File: src/rtl/hsv_blob_tracker_if.sv
// Frame-buffer request/response bus for hsv_blob_tracker.
//   req_valid/req_x/req_y : one-cycle coordinate request from the tracker
//   pix_valid/r/g/b       : RGB answer for the outstanding request
// master = tracker side, slave = frame-buffer reader side.
interface hsv_blob_tracker_if #(
  parameter int unsigned CW = 11
);
  logic          req_valid;
  logic [CW-1:0] req_x;
  logic [CW-1:0] req_y;
  logic          pix_valid;
  logic [7:0]    r;
  logic [7:0]    g;
  logic [7:0]    b;

  modport master (output req_valid, req_x, req_y, input pix_valid, r, g, b);
  modport slave  (input req_valid, req_x, req_y, output pix_valid, r, g, b);
endinterface

File: src/rtl/hsv_blob_tracker.sv
// HSV colour-blob tracker. Scans a frame by requesting coordinates from the frame-buffer
// reader, converts each RGB answer to HSV in a 2-stage pipeline, filters against HSV windows
// latched at frame start and tracks the up/down/left/right extreme pass pixels.
// Ports:
//   i_clk, i_rst_n        : clock, asynchronous active-low reset
//   i_start               : frame start pulse (honoured only when idle)
//   i_hmin..i_vmax        : inclusive HSV windows, latched at frame start
//   fb                    : request/pixel bus to the frame-buffer reader
//   o_busy                : high whenever not idle
//   o_valid               : one-cycle result strobe
//   o_found, o_count, o_* : per-frame results, held until the next result strobe
module hsv_blob_tracker #(
  parameter int unsigned WIDTH     = 640,
  parameter int unsigned HEIGHT    = 480,
  parameter int unsigned STRIDE_X  = 1,
  parameter int unsigned STRIDE_Y  = 1,
  parameter int unsigned CW        = 11,
  parameter int unsigned MIN_COUNT = 16,
  parameter int unsigned NOT_FOUND = 2023
) (
  input  logic                i_clk,
  input  logic                i_rst_n,
  input  logic                i_start,
  input  logic [8:0]          i_hmin,
  input  logic [8:0]          i_hmax,
  input  logic [7:0]          i_smin,
  input  logic [7:0]          i_smax,
  input  logic [7:0]          i_vmin,
  input  logic [7:0]          i_vmax,
  hsv_blob_tracker_if.master  fb,
  output logic                o_busy,
  output logic                o_valid,
  output logic                o_found,
  output logic [CW-1:0]       o_up_x,
  output logic [CW-1:0]       o_up_y,
  output logic [CW-1:0]       o_down_x,
  output logic [CW-1:0]       o_down_y,
  output logic [CW-1:0]       o_left_x,
  output logic [CW-1:0]       o_left_y,
  output logic [CW-1:0]       o_right_x,
  output logic [CW-1:0]       o_right_y,
  output logic [19:0]         o_count
);
  localparam logic [2:0] StIdle  = 3'd0;
  localparam logic [2:0] StReq   = 3'd1;
  localparam logic [2:0] StWait  = 3'd2;
  localparam logic [2:0] StDrain = 3'd3;
  localparam logic [2:0] StOut   = 3'd4;

  localparam logic [1:0] ChR = 2'd0;
  localparam logic [1:0] ChG = 2'd1;
  localparam logic [1:0] ChB = 2'd2;

  localparam logic [CW-1:0] NF = CW'(NOT_FOUND);

  logic [2:0]    state_q, state_d;
  logic [CW-1:0] x_q, x_d, y_q, y_d;
  logic          drain_q, drain_d;
  logic          start_frame, pix_accept;
  logic [8:0]    hmin_q, hmax_q;
  logic [7:0]    smin_q, smax_q, vmin_q, vmax_q;

  // ---------------- control FSM ----------------
  logic x_wrap, y_last;
  assign x_wrap = (32'(x_q) + STRIDE_X) >= WIDTH;
  assign y_last = (32'(y_q) + STRIDE_Y) >= HEIGHT;

  always_comb begin
    state_d     = state_q;
    x_d         = x_q;
    y_d         = y_q;
    drain_d     = drain_q;
    start_frame = 1'b0;
    pix_accept  = 1'b0;
    case (state_q)
      StIdle: begin
        if (i_start) begin
          start_frame = 1'b1;
          x_d         = '0;
          y_d         = '0;
          state_d     = StReq;
        end
      end
      StReq: state_d = StWait;
      StWait: begin
        if (fb.pix_valid) begin
          pix_accept = 1'b1;
          if (!x_wrap) begin
            x_d     = x_q + CW'(STRIDE_X);
            state_d = StReq;
          end else begin
            x_d = '0;
            if (!y_last) begin
              y_d     = y_q + CW'(STRIDE_Y);
              state_d = StReq;
            end else begin
              drain_d = 1'b0;
              state_d = StDrain;
            end
          end
        end
      end
      StDrain: begin
        // Two cycles: the last pixel leaves stage 2 and is accumulated.
        drain_d = 1'b1;
        if (drain_q) state_d = StOut;
      end
      StOut:   state_d = StIdle;
      default: state_d = StIdle;
    endcase
  end

  always_ff @(posedge i_clk or negedge i_rst_n) begin
    if (!i_rst_n) begin
      state_q <= StIdle;
      x_q     <= '0;
      y_q     <= '0;
      drain_q <= 1'b0;
      hmin_q  <= '0;
      hmax_q  <= '0;
      smin_q  <= '0;
      smax_q  <= '0;
      vmin_q  <= '0;
      vmax_q  <= '0;
    end else begin
      state_q <= state_d;
      x_q     <= x_d;
      y_q     <= y_d;
      drain_q <= drain_d;
      if (start_frame) begin
        hmin_q <= i_hmin;
        hmax_q <= i_hmax;
        smin_q <= i_smin;
        smax_q <= i_smax;
        vmin_q <= i_vmin;
        vmax_q <= i_vmax;
      end
    end
  end

  assign fb.req_valid = (state_q == StReq);
  assign fb.req_x     = x_q;
  assign fb.req_y     = y_q;
  assign o_busy       = (state_q != StIdle);
  assign o_valid      = (state_q == StOut);

  // ---------------- stage 1: max / min / delta / channel-of-max ----------------
  logic [7:0] px_max, px_min;
  logic [1:0] px_ch;

  always_comb begin
    if (fb.r >= fb.g && fb.r >= fb.b) begin
      px_max = fb.r;
      px_ch  = ChR;
    end else if (fb.g >= fb.b) begin
      px_max = fb.g;
      px_ch  = ChG;
    end else begin
      px_max = fb.b;
      px_ch  = ChB;
    end
    px_min = fb.r;
    if (fb.g < px_min) px_min = fb.g;
    if (fb.b < px_min) px_min = fb.b;
  end

  logic          s1_valid_q;
  logic [7:0]    s1_r_q, s1_g_q, s1_b_q, s1_max_q, s1_d_q;
  logic [1:0]    s1_ch_q;
  logic [CW-1:0] s1_x_q, s1_y_q;

  always_ff @(posedge i_clk or negedge i_rst_n) begin
    if (!i_rst_n) begin
      s1_valid_q <= 1'b0;
      s1_r_q     <= '0;
      s1_g_q     <= '0;
      s1_b_q     <= '0;
      s1_max_q   <= '0;
      s1_d_q     <= '0;
      s1_ch_q    <= ChR;
      s1_x_q     <= '0;
      s1_y_q     <= '0;
    end else begin
      s1_valid_q <= pix_accept;
      if (pix_accept) begin
        s1_r_q   <= fb.r;
        s1_g_q   <= fb.g;
        s1_b_q   <= fb.b;
        s1_max_q <= px_max;
        s1_d_q   <= px_max - px_min;
        s1_ch_q  <= px_ch;
        s1_x_q   <= x_q;
        s1_y_q   <= y_q;
      end
    end
  end

  // ---------------- stage 2: hue / saturation / value and window test ----------------
  logic signed [16:0] hue_diff, hue_num, hue_den, hue_t;
  logic [8:0]         hue;
  logic [7:0]         sat;
  logic               px_pass;

  always_comb begin
    case (s1_ch_q)
      ChR:     hue_diff = $signed({9'd0, s1_g_q}) - $signed({9'd0, s1_b_q});
      ChG:     hue_diff = $signed({9'd0, s1_b_q}) - $signed({9'd0, s1_r_q});
      default: hue_diff = $signed({9'd0, s1_r_q}) - $signed({9'd0, s1_g_q});
    endcase
    hue_num = hue_diff * 17'sd60;
    // Divisor forced non-zero; the d==0 result is overridden below.
    hue_den = (s1_d_q == 8'd0) ? 17'sd1 : $signed({9'd0, s1_d_q});
    hue_t   = hue_num / hue_den;  // truncates toward zero
    if (s1_d_q == 8'd0) begin
      hue = '0;
    end else begin
      case (s1_ch_q)
        ChR:     hue = (hue_t < 17'sd0) ? 9'(hue_t + 17'sd360) : 9'(hue_t);
        ChG:     hue = 9'(hue_t + 17'sd120);
        default: hue = 9'(hue_t + 17'sd240);
      endcase
    end
    sat = (s1_max_q == 8'd0) ? 8'd0
        : 8'(({8'd0, s1_d_q} * 16'd255) / {8'd0, s1_max_q});
    px_pass = (hue >= hmin_q) && (hue <= hmax_q) &&
              (sat >= smin_q) && (sat <= smax_q) &&
              (s1_max_q >= vmin_q) && (s1_max_q <= vmax_q);
  end

  logic          s2_valid_q, s2_pass_q;
  logic [CW-1:0] s2_x_q, s2_y_q;

  always_ff @(posedge i_clk or negedge i_rst_n) begin
    if (!i_rst_n) begin
      s2_valid_q <= 1'b0;
      s2_pass_q  <= 1'b0;
      s2_x_q     <= '0;
      s2_y_q     <= '0;
    end else begin
      s2_valid_q <= s1_valid_q;
      s2_pass_q  <= px_pass;
      s2_x_q     <= s1_x_q;
      s2_y_q     <= s1_y_q;
    end
  end

  // ---------------- accumulators ----------------
  logic [19:0]   cnt_q, cnt_d;
  logic [CW-1:0] up_x_q, up_y_q, dn_x_q, dn_y_q, lf_x_q, lf_y_q, rt_x_q, rt_y_q;
  logic [CW-1:0] up_x_d, up_y_d, dn_x_d, dn_y_d, lf_x_d, lf_y_d, rt_x_d, rt_y_d;
  logic          found_d, res_load;

  always_comb begin
    cnt_d  = cnt_q;
    up_x_d = up_x_q;
    up_y_d = up_y_q;
    dn_x_d = dn_x_q;
    dn_y_d = dn_y_q;
    lf_x_d = lf_x_q;
    lf_y_d = lf_y_q;
    rt_x_d = rt_x_q;
    rt_y_d = rt_y_q;
    if (start_frame) begin
      cnt_d  = '0;
      up_x_d = NF;
      up_y_d = NF;
      dn_x_d = '0;
      dn_y_d = '0;
      lf_x_d = NF;
      lf_y_d = NF;
      rt_x_d = '0;
      rt_y_d = '0;
    end else if (s2_valid_q && s2_pass_q) begin
      if (cnt_q != 20'hFFFFF) cnt_d = cnt_q + 20'd1;
      // Strict/non-strict compares pick first or last pixel on ties.
      if (s2_y_q < up_y_q) begin
        up_x_d = s2_x_q;
        up_y_d = s2_y_q;
      end
      if (s2_y_q >= dn_y_q) begin
        dn_x_d = s2_x_q;
        dn_y_d = s2_y_q;
      end
      if (s2_x_q <= lf_x_q) begin
        lf_x_d = s2_x_q;
        lf_y_d = s2_y_q;
      end
      if (s2_x_q > rt_x_q) begin
        rt_x_d = s2_x_q;
        rt_y_d = s2_y_q;
      end
    end
  end

  // Results are loaded entering OUT from the next-state accumulators, which already include
  // the final pixel, so they are stable during the o_valid cycle.
  assign found_d  = 32'(cnt_d) >= MIN_COUNT;
  assign res_load = (state_q == StDrain) && drain_q;

  always_ff @(posedge i_clk or negedge i_rst_n) begin
    if (!i_rst_n) begin
      cnt_q     <= '0;
      up_x_q    <= NF;
      up_y_q    <= NF;
      dn_x_q    <= '0;
      dn_y_q    <= '0;
      lf_x_q    <= NF;
      lf_y_q    <= NF;
      rt_x_q    <= '0;
      rt_y_q    <= '0;
      o_found   <= 1'b0;
      o_count   <= '0;
      o_up_x    <= NF;
      o_up_y    <= NF;
      o_down_x  <= '0;
      o_down_y  <= '0;
      o_left_x  <= NF;
      o_left_y  <= NF;
      o_right_x <= '0;
      o_right_y <= '0;
    end else begin
      cnt_q  <= cnt_d;
      up_x_q <= up_x_d;
      up_y_q <= up_y_d;
      dn_x_q <= dn_x_d;
      dn_y_q <= dn_y_d;
      lf_x_q <= lf_x_d;
      lf_y_q <= lf_y_d;
      rt_x_q <= rt_x_d;
      rt_y_q <= rt_y_d;
      if (res_load) begin
        o_found   <= found_d;
        o_count   <= cnt_d;
        o_up_x    <= found_d ? up_x_d : NF;
        o_up_y    <= found_d ? up_y_d : NF;
        o_down_x  <= found_d ? dn_x_d : NF;
        o_down_y  <= found_d ? dn_y_d : NF;
        o_left_x  <= found_d ? lf_x_d : NF;
        o_left_y  <= found_d ? lf_y_d : NF;
        o_right_x <= found_d ? rt_x_d : NF;
        o_right_y <= found_d ? rt_y_d : NF;
      end
    end
  end
endmodule

File: src/flat_wrapper.sv
// flat-port wrapper written by rule: the top's interface ports become plain ports
module hsv_blob_tracker_flat 
#(
  parameter int unsigned WIDTH     = 640,
  parameter int unsigned HEIGHT    = 480,
  parameter int unsigned STRIDE_X  = 1,
  parameter int unsigned STRIDE_Y  = 1,
  parameter int unsigned CW        = 11,
  parameter int unsigned MIN_COUNT = 16,
  parameter int unsigned NOT_FOUND = 2023
)
  (i_clk, i_rst_n, i_start, i_hmin, i_hmax, i_smin, i_smax, i_vmin, i_vmax, o_busy, o_valid, o_found, o_up_x, o_up_y, o_down_x, o_down_y, o_left_x, o_left_y, o_right_x, o_right_y, o_count, fb_req_valid, fb_req_x, fb_req_y, fb_pix_valid, fb_r, fb_g, fb_b);
  hsv_blob_tracker_if #(.CW(CW)) fb_i ();
  input  logic i_clk;
  input  logic i_rst_n;
  input  logic i_start;
  input  logic [8:0] i_hmin;
  input  logic [8:0] i_hmax;
  input  logic [7:0] i_smin;
  input  logic [7:0] i_smax;
  input  logic [7:0] i_vmin;
  input  logic [7:0] i_vmax;
  output logic o_busy;
  output logic o_valid;
  output logic o_found;
  output logic [CW-1:0] o_up_x;
  output logic [CW-1:0] o_up_y;
  output logic [CW-1:0] o_down_x;
  output logic [CW-1:0] o_down_y;
  output logic [CW-1:0] o_left_x;
  output logic [CW-1:0] o_left_y;
  output logic [CW-1:0] o_right_x;
  output logic [CW-1:0] o_right_y;
  output logic [19:0] o_count;
  output wire logic [$bits(fb_i.req_valid)-1:0] fb_req_valid;
  output wire logic [$bits(fb_i.req_x)-1:0] fb_req_x;
  output wire logic [$bits(fb_i.req_y)-1:0] fb_req_y;
  input wire logic [$bits(fb_i.pix_valid)-1:0] fb_pix_valid;
  input wire logic [$bits(fb_i.r)-1:0] fb_r;
  input wire logic [$bits(fb_i.g)-1:0] fb_g;
  input wire logic [$bits(fb_i.b)-1:0] fb_b;
  assign fb_req_valid = fb_i.req_valid;
  assign fb_req_x = fb_i.req_x;
  assign fb_req_y = fb_i.req_y;
  assign fb_i.pix_valid = fb_pix_valid;
  assign fb_i.r = fb_r;
  assign fb_i.g = fb_g;
  assign fb_i.b = fb_b;
  hsv_blob_tracker #(.WIDTH(WIDTH), .HEIGHT(HEIGHT), .STRIDE_X(STRIDE_X), .STRIDE_Y(STRIDE_Y), .CW(CW), .MIN_COUNT(MIN_COUNT), .NOT_FOUND(NOT_FOUND)) u_core (.i_clk(i_clk), .i_rst_n(i_rst_n), .i_start(i_start), .i_hmin(i_hmin), .i_hmax(i_hmax), .i_smin(i_smin), .i_smax(i_smax), .i_vmin(i_vmin), .i_vmax(i_vmax), .fb(fb_i), .o_busy(o_busy), .o_valid(o_valid), .o_found(o_found), .o_up_x(o_up_x), .o_up_y(o_up_y), .o_down_x(o_down_x), .o_down_y(o_down_y), .o_left_x(o_left_x), .o_left_y(o_left_y), .o_right_x(o_right_x), .o_right_y(o_right_y), .o_count(o_count));
endmodule
File: config.mk
export PLATFORM = sky130hd
export DESIGN_NAME = hsv_blob_tracker_flat
export DESIGN_NICKNAME = d
export VERILOG_FILES = /design/src/rtl/hsv_blob_tracker_if.sv /design/src/rtl/hsv_blob_tracker.sv /design/src/flat_wrapper.sv
export SDC_FILE = /design/constraint.sdc
export NUM_CORES = 2
export LEC_CHECK = 0
export ABC_CLOCK_PERIOD_IN_PS = 119300
export CAP_MARGIN = 10
export CORE_UTILIZATION = 60
export CTS_BUF_LIST = sky130_fd_sc_hd__clkbuf_8
export DETAILED_ROUTE_END_ITERATION = 10
export GPL_TIMING_DRIVEN = 0
export PLACE_DENSITY = 0.89
export REMOVE_ABC_BUFFERS = 1
export SLEW_MARGIN = 20
export SYNTH_ARGS = -nofsm -noshare
export SYNTH_HDL_FRONTEND = slang
export SYNTH_SLANG_ARGS = --single-unit
File: constraint.sdc
create_clock -name i_clk -period 119.3 [get_ports i_clk]
set_input_delay 11.93 -clock i_clk [delete_from_list [all_inputs] [get_ports i_clk]]
set_output_delay 11.93 -clock i_clk [all_outputs]
set_load 0.1 [all_outputs]
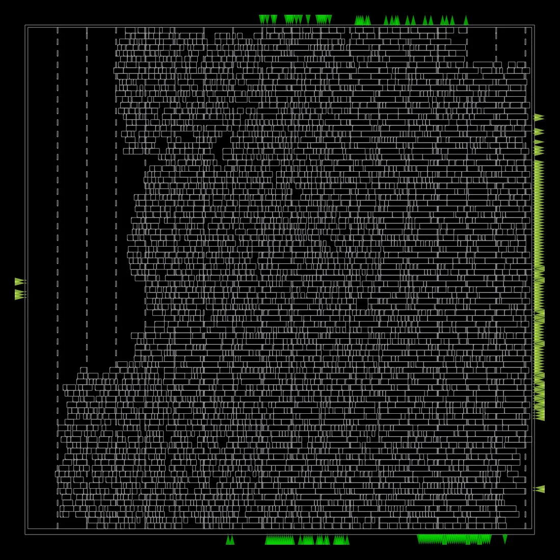
(images/final_placement.png)
final core occ: 68.17%
seq_cells: 382
flop share of the area: 25.15%

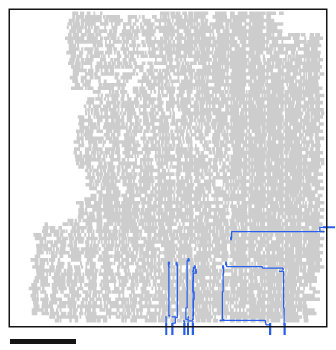
(images/port_nets.png)
The bar under the picture is 50 um long.
legend:
  i_vmin:
    color: blue
    bits: 8
    direction: input
    edge: 7 bottom, 1 right
    end_cells: 8
    wire: 514 um

==> critical path, delay by kind of cell, from the launching register on <==
kind | cells | cell delay (ns)
buffers and inverters | 15 | 2.25
flip-flops | 1 | 0.95
multiplexers | 4 | 1.31
AND/OR/NAND/NOR | 58 | 12.18
adder cells (fa/ha/maj) | 23 | 7.34
XOR/XNOR | 2 | 0.82
AND-OR/OR-AND | 134 | 30.08
==> results.json <==
{
  "area_dominant_class": "multi-input combinational cells",
  "port_buffers": 211,
  "syn_inst": 4002,
  "crit_path_end": "u_core.s2_pass_q",
  "cts_root_buffer": "clkbuf_8",
  "worst_path_most_repeated_cell": "o21a_1",
  "cts_resized": 0,
  "critPathKind": "flop to flop",
  "syn_area_per_cell_um2": 8.528,
  "die_h_um": 240.5,
  "grt_remaining_overflow": 0,
  "ys_sh_adder_pct": 18.91,
  "regToRegEndpoint": "u_core.s2_pass_q",
  "final_common_cell": "nand2_1",
  "pin_count": 212,
  "viasPerCell": 6.219,
  "hold_path_startpoint": "u_core.s1_valid_q",
  "synth-simple-area-share_pct": 18.64,
  "hold_viol": 0,
  "met2_length_mm": 43.41,
  "finalNetCount": 4754,
  "top_cells_by_count": "nand2_1, ha_1, nor2_1",
  "slew_violations": 0,
  "finalNonFillerCells": 4993,
  "top_cell": "nand2_1",
  "dpl-instance-area_um2": 37240,
  "nNonClkBuffers": 253,
  "slew-limit-headroom_pct": 27.51,
  "max_stage_delay_ns": 0.95,
  "gr-usage-met2_pct": 53.58,
  "synthMuxAreaShare_pct": 4.946,
  "pre_cts_slack_ns": 65.30,
  "top_area_share_pct": 22.73,
  "reg2regPathDepth": 236,
  "grt_pass1_wl_mm": 149.0,
  "postSynthSeqShare_pct": 28.27,
  "wl_per_cell_um": 18.39,
  "status": "complete, no violations",
  "crit_slowest_cell": "dfrtp_1",
  "wl_mm": 91.81,
  "comb_area_share_pct": 59.73,
  "rsz0062_at_grt": "no",
  "warnings": 51,
  "edf_count": 0,
  "die_w_um": 240.5,
  "drive_gt1_share_pct": 7.796
}
